`src/rtl/mem_access_unit_pkg.sv`:
```
// Shared encodings for the MA-stage data-bus engine: direction codes, access sizes, FSM states.
// The MISALIGN_TRAP_EN build option is consumed by mem_access_unit.sv; this package is unaffected by it.
package mem_access_unit_pkg;

    localparam logic [1:0] DIR_NONE = 2'b00;
    localparam logic [1:0] DIR_RD   = 2'b01;
    localparam logic [1:0] DIR_WR   = 2'b10;

    localparam logic [2:0] SZ_BYTE  = 3'b000;
    localparam logic [2:0] SZ_HALF  = 3'b010;
    localparam logic [2:0] SZ_WORD  = 3'b100;

    localparam logic [1:0] ST_IDLE  = 2'd0;
    localparam logic [1:0] ST_REQ   = 2'd1;
    localparam logic [1:0] ST_RESP  = 2'd2;

    function automatic logic is_valid_access(input logic [1:0] wrn, input logic [2:0] size);
        logic dir_ok;
        logic size_ok;
        dir_ok  = (wrn == DIR_WR) || (wrn == DIR_RD);
        size_ok = (size == SZ_BYTE) || (size == SZ_HALF) || (size == SZ_WORD);
        return dir_ok && size_ok;
    endfunction

endpackage

```
`src/rtl/mem_lane_align.sv`:
```
// Combinational byte-lane steering for a 4-lane data bus: byte enables, store replication,
// load extract/extend, and misalignment detection. Addresses are forced to natural alignment.
module mem_lane_align
    import mem_access_unit_pkg::*;
(
    input  logic [2:0]  size,
    input  logic        sign_ext,
    input  logic [1:0]  addr_lo,
    input  logic [31:0] wdata,
    input  logic [31:0] rdata,
    output logic [3:0]  be,
    output logic [31:0] wdata_lane,
    output logic [31:0] load_ext,
    output logic [1:0]  aligned_lo,
    output logic        misalign
);

    logic [7:0]  byte_v;
    logic [15:0] half_v;

    always_comb begin
        aligned_lo = addr_lo;
        misalign   = 1'b0;
        be         = 4'b0000;
        wdata_lane = wdata;
        load_ext   = rdata;
        byte_v     = 8'h00;
        half_v     = 16'h0000;
        case (size)
            SZ_BYTE: begin
                be         = 4'b0001 << addr_lo;
                wdata_lane = {4{wdata[7:0]}};
                byte_v     = rdata[{addr_lo, 3'b000} +: 8];
                load_ext   = {{24{sign_ext & byte_v[7]}}, byte_v};
            end
            SZ_HALF: begin
                aligned_lo = {addr_lo[1], 1'b0};
                misalign   = addr_lo[0];
                be         = addr_lo[1] ? 4'b1100 : 4'b0011;
                wdata_lane = {2{wdata[15:0]}};
                half_v     = addr_lo[1] ? rdata[31:16] : rdata[15:0];
                load_ext   = {{16{sign_ext & half_v[15]}}, half_v};
            end
            SZ_WORD: begin
                aligned_lo = 2'b00;
                misalign   = |addr_lo;
                be         = 4'b1111;
            end
            default: begin
                be = 4'b0000;
            end
        endcase
    end

endmodule

```
`src/rtl/mem_access_unit.sv`:
```
// MA-stage data-bus engine: req/ack bus transaction with pipeline stall and extended load return.
// Build option MISALIGN_TRAP_EN: misaligned accesses are trapped instead of force-aligned.
//
// state   | meaning
// IDLE    | waiting for a valid access; latches bus fields on accept
// REQ     | mem_req high, bus fields stable, waiting for mem_ack
// RESP    | one-cycle completion; pipeline advances, load_valid_WB for reads
module mem_access_unit
    import mem_access_unit_pkg::*;
#(
    parameter int XLEN = 32
) (
    input  logic            clk,
    input  logic            rst,
    input  logic [1:0]      wrn_MA,
    input  logic [2:0]      num_bytes_MA,
    input  logic            signado_MA,
    input  logic [XLEN-1:0] addr_MA,
    input  logic [XLEN-1:0] wdata_MA,
    output logic            stall_MA,
    output logic [XLEN-1:0] load_data_WB,
    output logic            load_valid_WB,
    output logic            misalign_MA,
    output logic            mem_req,
    output logic            mem_we,
    output logic [XLEN-1:0] mem_addr,
    output logic [3:0]      mem_be,
    output logic [XLEN-1:0] mem_wdata,
    input  logic            mem_ack,
    input  logic [XLEN-1:0] mem_rdata
);

`ifdef MISALIGN_TRAP_EN
    localparam logic TRAP_EN = 1'b1;
`else
    localparam logic TRAP_EN = 1'b0;
`endif

    logic [1:0]      state;
    logic [2:0]      size_q;
    logic            sign_q;
    logic [1:0]      lo_q;
    logic            misalign_q;
    logic            acc_valid;

    logic [2:0]      al_size;
    logic            al_sign;
    logic [1:0]      al_lo_in;
    logic [3:0]      al_be;
    logic [XLEN-1:0] al_wdata;
    logic [XLEN-1:0] al_load;
    logic [1:0]      al_lo;
    logic            al_misalign;

    assign acc_valid = is_valid_access(wrn_MA, num_bytes_MA);
    assign stall_MA  = ((state == ST_IDLE) && acc_valid) || (state == ST_REQ);
    assign mem_req   = (state == ST_REQ);
    assign misalign_MA = TRAP_EN & misalign_q;

    // Lane logic sees the live MA inputs while accepting, then the latched access for load extract.
    assign al_size  = (state == ST_IDLE) ? num_bytes_MA : size_q;
    assign al_sign  = (state == ST_IDLE) ? signado_MA   : sign_q;
    assign al_lo_in = (state == ST_IDLE) ? addr_MA[1:0] : lo_q;

    mem_lane_align u_lane_align (
        .size       (al_size),
        .sign_ext   (al_sign),
        .addr_lo    (al_lo_in),
        .wdata      (wdata_MA),
        .rdata      (mem_rdata),
        .be         (al_be),
        .wdata_lane (al_wdata),
        .load_ext   (al_load),
        .aligned_lo (al_lo),
        .misalign   (al_misalign)
    );

    always_ff @(posedge clk) begin
        if (rst) begin
            state         <= ST_IDLE;
            mem_we        <= 1'b0;
            mem_addr      <= '0;
            mem_be        <= 4'b0000;
            mem_wdata     <= '0;
            load_data_WB  <= '0;
            load_valid_WB <= 1'b0;
            misalign_q    <= 1'b0;
            size_q        <= SZ_BYTE;
            sign_q        <= 1'b0;
            lo_q          <= 2'b00;
        end else begin
            load_valid_WB <= 1'b0;
            misalign_q    <= 1'b0;
            case (state)
                ST_IDLE: begin
                    if (acc_valid) begin
                        if (TRAP_EN && al_misalign) begin
                            misalign_q <= 1'b1;
                            state      <= ST_RESP;
                        end else begin
                            mem_addr  <= {addr_MA[XLEN-1:2], 2'b00};
                            mem_be    <= al_be;
                            mem_wdata <= al_wdata;
                            mem_we    <= wrn_MA[1];
                            size_q    <= num_bytes_MA;
                            sign_q    <= signado_MA;
                            lo_q      <= al_lo;
                            state     <= ST_REQ;
                        end
                    end
                end
                ST_REQ: begin
                    if (mem_ack) begin
                        if (!mem_we) begin
                            load_data_WB  <= al_load;
                            load_valid_WB <= 1'b1;
                        end
                        state <= ST_RESP;
                    end
                end
                ST_RESP: begin
                    state <= ST_IDLE;
                end
                default: begin
                    state <= ST_IDLE;
                end
            endcase
        end
    end

endmodule
```
`config.mk`:
```
export PLATFORM = sky130hd
export DESIGN_NAME = mem_access_unit
export DESIGN_NICKNAME = d
export VERILOG_FILES = /design/src/rtl/mem_access_unit_pkg.sv /design/src/rtl/mem_lane_align.sv /design/src/rtl/mem_access_unit.sv
export SDC_FILE = /design/constraint.sdc
export NUM_CORES = 1
export LEC_CHECK = 0
export CAP_MARGIN = 20
export CELL_PAD_IN_SITES_DETAIL_PLACEMENT = 2
export CELL_PAD_IN_SITES_GLOBAL_PLACEMENT = 2
export CORE_MARGIN = 8
export CORE_UTILIZATION = 22
export DETAILED_ROUTE_END_ITERATION = 8
export GPL_ROUTABILITY_DRIVEN = 0
export PLACE_DENSITY = 0.8
export RECOVER_POWER = 100
export SLEW_MARGIN = 20
export SYNTH_ARGS = -nofsm -noshare
export SYNTH_HDL_FRONTEND = slang
export SYNTH_SLANG_ARGS = --single-unit
```
`constraint.sdc`:
```
create_clock -name clk -period 2.99 [get_ports clk]
set_input_delay 0.598 -clock clk [delete_from_list [all_inputs] [get_ports clk]]
set_output_delay 0.598 -clock clk [all_outputs]
set_load 0.1 [all_outputs]
```
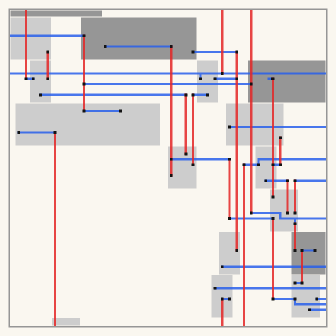
Run 1: a small window of the routed layout
Region (111, 111) to (131, 131) um. Cells in grey, sequential cells in the stronger grey; small squares are vias.
Key: red = met2; blue = met1
Sequential cells in the window: 2. Most frequent: nand2_1 (3), a21oi_1 (3). 13 logic cells have their middle in the window. Netlist names of flops here include mem_addr (2).

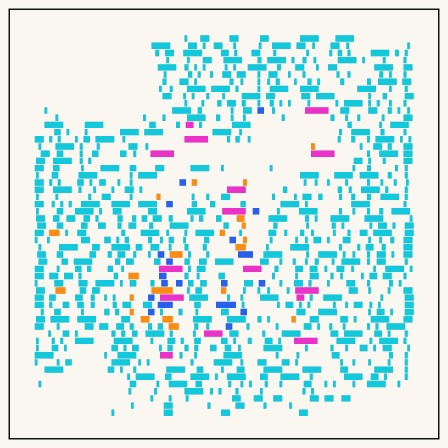
Run 1: sizing map
Key: blue = drive 3 to 4 [cells 19, share 2.4%]; magenta = drive 6 and up [cells 15, share 1.9%]; orange = drive 2 [cells 21, share 2.6%]; cyan = drive 1 or less [cells 739, share 93%]

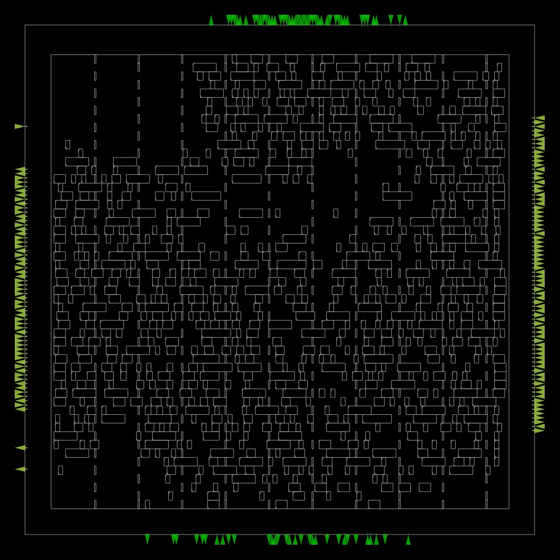
Run 1: placement view
proportion of cell area occupied by registers: 32.1%
core area: 21000 um^2
final-layout fill cell count: 2518
Final Instance Count excl. Fillers: 1069
Well Taps: 275

==> flow_summary.toml, run 1 <==
# implementation run metrics
[run_status]
outcome = "finished, final reports clean"

[sta]
fin_skew_ns = 0.0116
final_hold_viol_count = 0
drv_slew = 0

[logic_synthesis]
yosys_cells = 592
yosys.cell_types.count = 48
top_area_share_pct = 46.3
synth.most_common_cell = "nand2_1"
synth-edff-count = 0
yosysSeqAreaShare_pct = 46.3
synthTopLogicFamily = "AND-OR/OR-AND gates"
top_area_cell = "dfxtp_1"
synth-xor-area-share_pct = 0.187
ys.flops = 108
common_cells = "155 x nand2_1, 108 x dfxtp_1, 78 x nor2_1, 60 x a21oi_1, 34 x clkbuf_1"
netlist_instances = 592

[clock_tree]
ctsLongestPathBuffers = 2
cts_resized = 0
cts_setup_buffers = 0
cts.sinks = 108

[global_routing]
grt_use_met2_pct = 26.5
grt_pass1_wl_um = 32800
grt.met3_usage_pct = 6.05
antenna_found_initial = 3

[placed_design]
place_area_um2 = 6930

[drt]
drt-met1-wl_um = 9160
drc = 0

[layout]
nets = 895
logic_area_um2 = 2310
design_area_um2 = 6740
seq_cell_count = 108
seqCellArea_um2 = 2160
layout_top_cell = "nand2_1"
syn_to_final_growth_pct = 44.1

[floorplanning]
dieWidth_um = 162
core_util_floorplan_pct = 22.3

[critical_path]
required_ns = 2.39
r2r_slack_ns = 0.27
slowest_delay_ns = 0.59
cp_top_family = "buffers and inverters"

[power]
clock_power_mw = 1.18
seqPwrFrac_pct = 38.9
p_seq_mw = 1.57

[hold_path]
min_path_cells = 2
hold_class = "flop to flop"
==> inputs of run 2 (changes only) <==
--- a/config.mk
+++ b/config.mk
@@ -10,6 +10,7 @@
 export CELL_PAD_IN_SITES_GLOBAL_PLACEMENT = 2
 export CORE_MARGIN = 8
 export CORE_UTILIZATION = 22
+export CTS_CLUSTER_SIZE = 12
 export DETAILED_ROUTE_END_ITERATION = 8
 export GPL_ROUTABILITY_DRIVEN = 0
 export PLACE_DENSITY = 0.8
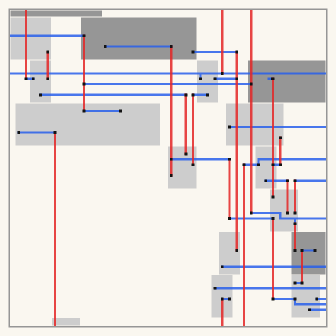
Run 2: a small window of the routed layout
Region (111, 111) to (131, 131) um. Cells in grey, sequential cells in the stronger grey; small squares are vias.
Key: red = met2; blue = met1
Most frequent: nand2_1 (3), a21oi_1 (3). Netlist names of flops here include mem_addr (2). Sequential cells in the window: 2. 13 logic cells have their middle in the window.

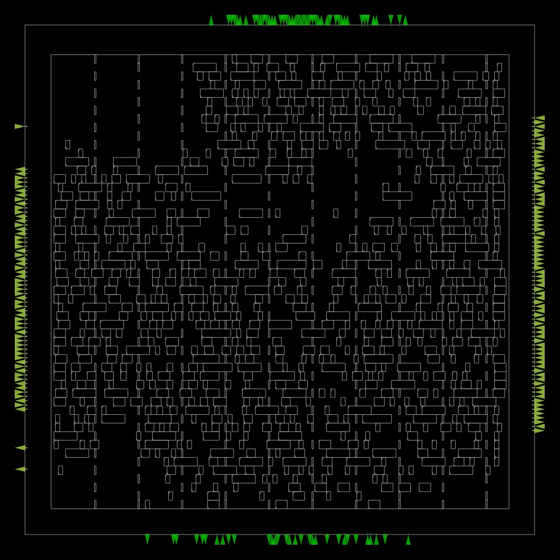
Run 2: placement view
seq_cells: 108
Row Count: 53
fin util: 32.1%

==> run 2 against run 1 <==
  * Clock power about the same
  * Non-clock buffer count unchanged
  * Critical path depth stayed put
  * Largest cell class unchanged
==> flow_summary.toml, run 2 <==
# implementation run metrics
[global_routing]
grt_use_met2_pct = 26.5
grt.met3_usage_pct = 6.05
grt_pass1_wl_um = 32800

[clock_tree]
cts_setup_buffers = 0
cts.sinks = 108
cts_resized = 0

[power]
clock_power_mw = 1.18

[sta]
drv_slew = 0
final_hold_viol_count = 0

[logic_synthesis]
yosysSeqAreaShare_pct = 46.3
netlist_instances = 592
top_area_cell = "dfxtp_1"
synthTopLogicFamily = "AND-OR/OR-AND gates"
common_cells = "155 x nand2_1, 108 x dfxtp_1, 78 x nor2_1, 60 x a21oi_1, 34 x clkbuf_1"
synth-xor-area-share_pct = 0.187
top_area_share_pct = 46.3

[layout]
nets = 895
final_cells = 1069
nFillCells = 2518
syn_to_final_growth_pct = 44.1
design_area_um2 = 6740
sh_seq_area_pct = 32.1

[hold_path]
hold_class = "flop to flop"
min_path_cells = 2

[run_status]
outcome = "finished, final reports clean"

[critical_path]
slowest_delay_ns = 0.59
r2r_slack_ns = 0.27
required_ns = 2.39

[drt]
drt-met1-wl_um = 9160

[placed_design]
place_area_um2 = 6930

[floorplanning]
core_util_floorplan_pct = 22.3
Power figures rest on the tool's default switching activity, not on a simulated workload.
